File: src/rtl/seq_multiplier_if.sv
// seq_multiplier_if: start/operand request bundle plus busy/done/Product result bundle.
// Latency: none, wires only. Backpressure: start is honoured only while busy is low.
// Ports: start, A, B (requester to multiplier); busy, done, Product (multiplier to requester).
interface seq_multiplier_if #(
  parameter int WIDTH = 4
);
  logic                 start;
  logic [WIDTH-1:0]     A;
  logic [WIDTH-1:0]     B;
  logic                 busy;
  logic                 done;
  logic [2*WIDTH-1:0]   Product;

  // The requester drives the operands and reads the result.
  modport master (
    output start, A, B,
    input  busy, done, Product
  );

  // The multiplier samples the operands and drives the result.
  modport slave (
    input  start, A, B,
    output busy, done, Product
  );
endinterface

File: src/rtl/seq_multiplier.sv
// seq_multiplier: unsigned shift-add multiplier that forms one partial product per clock.
// Latency: WIDTH+1 cycles from accepted start to done. With EARLY_TERM_EN defined, latency is (MSB index of B)+2, or 2 when B=0.
// Backpressure: start is ignored while busy; there is no queuing. The next start is accepted in the idle cycle after done.
// Ports: clk and rst_n (async active-low) are plain ports. bus (seq_multiplier_if.slave) carries start/A/B in and busy/done/Product out.
module seq_multiplier #(
  parameter int WIDTH = 4
) (
  input  logic            clk,
  input  logic            rst_n,
  seq_multiplier_if.slave bus
);

  localparam int CW = $clog2(WIDTH + 1);

  typedef enum logic [1:0] {
    IDLE = 2'd0,
    CALC = 2'd1,
    DONE = 2'd2
  } state_t;

  state_t               state;
  logic [2*WIDTH-1:0]   acc;
  logic [2*WIDTH-1:0]   mcand;
  logic [WIDTH-1:0]     mplier;
  logic [CW-1:0]        cnt;
  logic                 busy_q;
  logic                 done_q;
  logic [2*WIDTH-1:0]   product_q;

  logic [2*WIDTH-1:0]   acc_next;
  logic [WIDTH-1:0]     mplier_next;
  logic                 last_step;

  // Accumulate the shifted multiplicand when the current multiplier LSB is set.
  assign acc_next    = mplier[0] ? (acc + mcand) : acc;
  assign mplier_next = mplier >> 1;

`ifdef EARLY_TERM_EN
  // No set bits remain in the multiplier, so the remaining steps would add nothing.
  assign last_step = (cnt == CW'(1)) || (mplier_next == '0);
`else
  assign last_step = (cnt == CW'(1));
`endif

  always_ff @(posedge clk or negedge rst_n) begin
    if (!rst_n) begin
      state     <= IDLE;
      acc       <= '0;
      mcand     <= '0;
      mplier    <= '0;
      cnt       <= '0;
      busy_q    <= 1'b0;
      done_q    <= 1'b0;
      product_q <= '0;
    end else begin
      case (state)
        IDLE: begin
          // busy is always low in IDLE, so start alone is an accepted request.
          if (bus.start) begin
            acc    <= '0;
            mcand  <= {{WIDTH{1'b0}}, bus.A};
            mplier <= bus.B;
            cnt    <= CW'(WIDTH);
            busy_q <= 1'b1;
            state  <= CALC;
          end
        end
        CALC: begin
          acc    <= acc_next;
          mcand  <= mcand << 1;
          mplier <= mplier_next;
          cnt    <= cnt - 1'b1;
          if (last_step) begin
            // Capture the final sum so Product and done are valid together in DONE.
            product_q <= acc_next;
            done_q    <= 1'b1;
            state     <= DONE;
          end
        end
        DONE: begin
          done_q <= 1'b0;
          busy_q <= 1'b0;
          state  <= IDLE;
        end
        default: begin
          state  <= IDLE;
          busy_q <= 1'b0;
          done_q <= 1'b0;
        end
      endcase
    end
  end

  assign bus.busy    = busy_q;
  assign bus.done    = done_q;
  assign bus.Product = product_q;

endmodule
File: src/flat_wrapper.sv
// flat-port wrapper written by rule: the top's interface ports become plain ports
module seq_multiplier_flat 
#(
  parameter int WIDTH = 4
)
  (clk, rst_n, bus_start, bus_A, bus_B, bus_busy, bus_done, bus_Product);
  seq_multiplier_if #(.WIDTH(WIDTH)) bus_i ();
  input  logic clk;
  input  logic rst_n;
  input wire logic [$bits(bus_i.start)-1:0] bus_start;
  input wire logic [$bits(bus_i.A)-1:0] bus_A;
  input wire logic [$bits(bus_i.B)-1:0] bus_B;
  output wire logic [$bits(bus_i.busy)-1:0] bus_busy;
  output wire logic [$bits(bus_i.done)-1:0] bus_done;
  output wire logic [$bits(bus_i.Product)-1:0] bus_Product;
  assign bus_i.start = bus_start;
  assign bus_i.A = bus_A;
  assign bus_i.B = bus_B;
  assign bus_busy = bus_i.busy;
  assign bus_done = bus_i.done;
  assign bus_Product = bus_i.Product;
  seq_multiplier #(.WIDTH(WIDTH)) u_core (.clk(clk), .rst_n(rst_n), .bus(bus_i));
endmodule
File: config.mk
export PLATFORM = sky130hd
export DESIGN_NAME = seq_multiplier_flat
export DESIGN_NICKNAME = d
export VERILOG_FILES = /design/src/rtl/seq_multiplier_if.sv /design/src/rtl/seq_multiplier.sv /design/src/flat_wrapper.sv
export SDC_FILE = /design/constraint.sdc
export NUM_CORES = 1
export LEC_CHECK = 0
export ABC_AREA = 1
export CAP_MARGIN = 20
export CELL_PAD_IN_SITES_DETAIL_PLACEMENT = 1
export CELL_PAD_IN_SITES_GLOBAL_PLACEMENT = 2
export CORE_ASPECT_RATIO = 0.75
export CORE_UTILIZATION = 33
export CTS_CLUSTER_SIZE = 40
export DETAILED_ROUTE_END_ITERATION = 8
export PLACE_DENSITY = 0.75
export SLEW_MARGIN = 40
export SYNTH_ARGS = -nofsm -noshare
export SYNTH_HDL_FRONTEND = slang
export SYNTH_SLANG_ARGS = --single-unit
File: constraint.sdc
create_clock -name clk -period 2.2 [get_ports clk]
set_clock_uncertainty 0.1 [all_clocks]
set_input_delay 0.44 -clock clk [delete_from_list [all_inputs] [get_ports clk]]
set_output_delay 0.44 -clock clk [all_outputs]
set_load 0.05 [all_outputs]
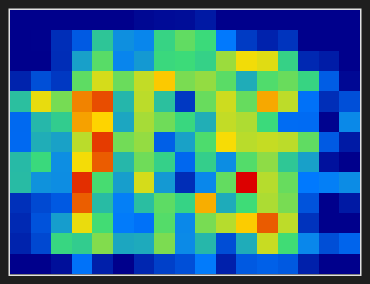
**Above:** routed metal per tile.
Drawn at 4 px/um. 17 x 13 tiles, from dark blue (low) to red (high), scaled to the fullest tile. Values are wire area over tile area, all layers added.
- fullest tile: 0.33
- mean over tiles: 0.12
- tiles over half the peak: 32%
- nearly empty tiles: 15%

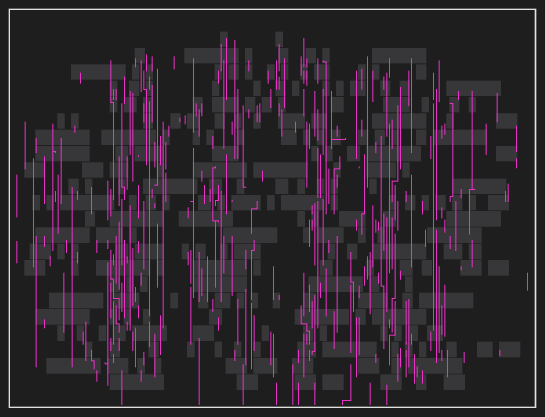
**Above:** M2 wires.
Drawn at 6 px/um. Cells faint in the background.
- longest straight run: 37.7 um
- share of all routed wire: 45%

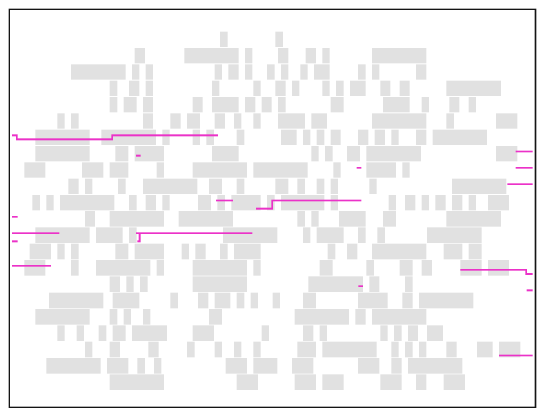
**Above:** M3 wires.
Drawn at 6 px/um. Cells faint in the background.
- share of all routed wire: 2.7%
- nets with wire on the layer: 12

==> results.txt <==
yosys + openroad results -> Seq share, synth 48.4%, CP max-delay cell clkdlybuf4s50_1, count of tool warnings 27, P_sw about 1.8 mW, Die Size 5780 um^2, gr usage total 17.9%, Top cell excl fill/tap nand2_1, Worst-Skew Late Latency a little under 0.3 ns, Comb area 803 um^2, HP Class register to register, DR pass1 iterations 4, Crit path max-delay family buffers and inverters, core area 5060 um^2, H-tree levels 2, Root Buffer clkbuf_8, critical path depth 1, Slowest Stage Delay on Critical Path between 0.8 and 0.9 ns, most frequent cell after synthesis nand2_1, worst r2r dst u_core.acc[6], Worst VDD drop 0.721 mV, combinational share of power 55.2%, critical path class register to primary output, endpoints failing setup 0, Met3 Routed Length 119 um, CTS tree built, R2R Setup Slk 0.31 ns, cell total in the yosys stat output 216, Buf+Inv Stages, Crit Path 1, Hold Vio Cnt, Final 0, met3 Use GR 4.00%, ant diodes 0, Max Freq ~500 MHz, worst-path cell chain clkdlybuf4s50_1, syn avg cell area 8.37 um^2, fillers around 600, met1 Usage GRT 24.1%, RD Place Congestion 0.736, Syn Nets 237, post-route ant nets 0, Commonest cells post-synth nand2_1, dfrtp_1, inv_1, setup TNS 0 ns, Post-synth EDFFs 0, met2 Resource Use GR 29.1%, ao+oa area frac 11.1%, Distinct lib cells used 25, number of DRC markers in iteration 0 39, Post-Place Worst Slack 0.239 ns, CTS buffer count 5, Mapped Cells 216, yosys stat area roughly 1800 um^2, Final Max Slew Viols 0, minimum clock period 2.00 ns, Die H 66.1 um, most common flop cell mapped by yosys dfrtp_1, Synth area leader dfrtp_1, Worst-Margin Slew a little over 0.5 ns, Metal-1 WL 2.26 mm, area fraction in mux cells 0%, Dominant cell area share 48.4%, status completed, layout cells sized above 1 7.92%, Fin Hold WS between 0.3 and 0.4 ns, cts repair resizes 0, I/O pin count 21, XOR Share, Synth 0.484%, largest net degree at the start of global routing 36, clk sink count 35, Synth warnings 0, Leakage between 1 and 1.5 nW, adder-cell share of the synthesized area under 10%, Top Metal Used met4, Post-synth regs 35, Util after Layout 42.6%, final worst path period share 91.0%, # Max-Cap Violations 0, Clk pwr share between 10% and 20%, Crit. Startpoint u_core.bus.Product[6], Simple-Gate Fraction of Synth Area 25.5%
[power by group through the flow]
stage / Combinational (mW) / Sequential, mW / Clock, mW
floorplan: 1.21 / 1.43 / 0
global placement: 1.99 / 1.19 / 0
detailed placement: 2.03 / 1.20 / 0
CTS: 2.05 / 1.19 / 0.467
global route: 2.28 / 1.23 / 0.492
finish: 2.02 / 1.18 / 0.452
[final cells by class]
type                       instances  area share [%]
clock buffer                       7            3.53
clock inverter                     1           0.232
inverter                          25            4.35
tap                               72            4.17
sequential                        35            40.6
multi-input combinational        150            37.2
timing repair buffer              22            9.97
[through the flow]
step                      cell area, um^2  power [mW]
final                                2160        3.65
after global routing                 2160        4.00
after CTS                            2160        3.71
after detailed placement             2080        3.23
after global placement               2080        3.17
after floorplan                      1810        2.64
Power is estimated from default activity; no workload was simulated.
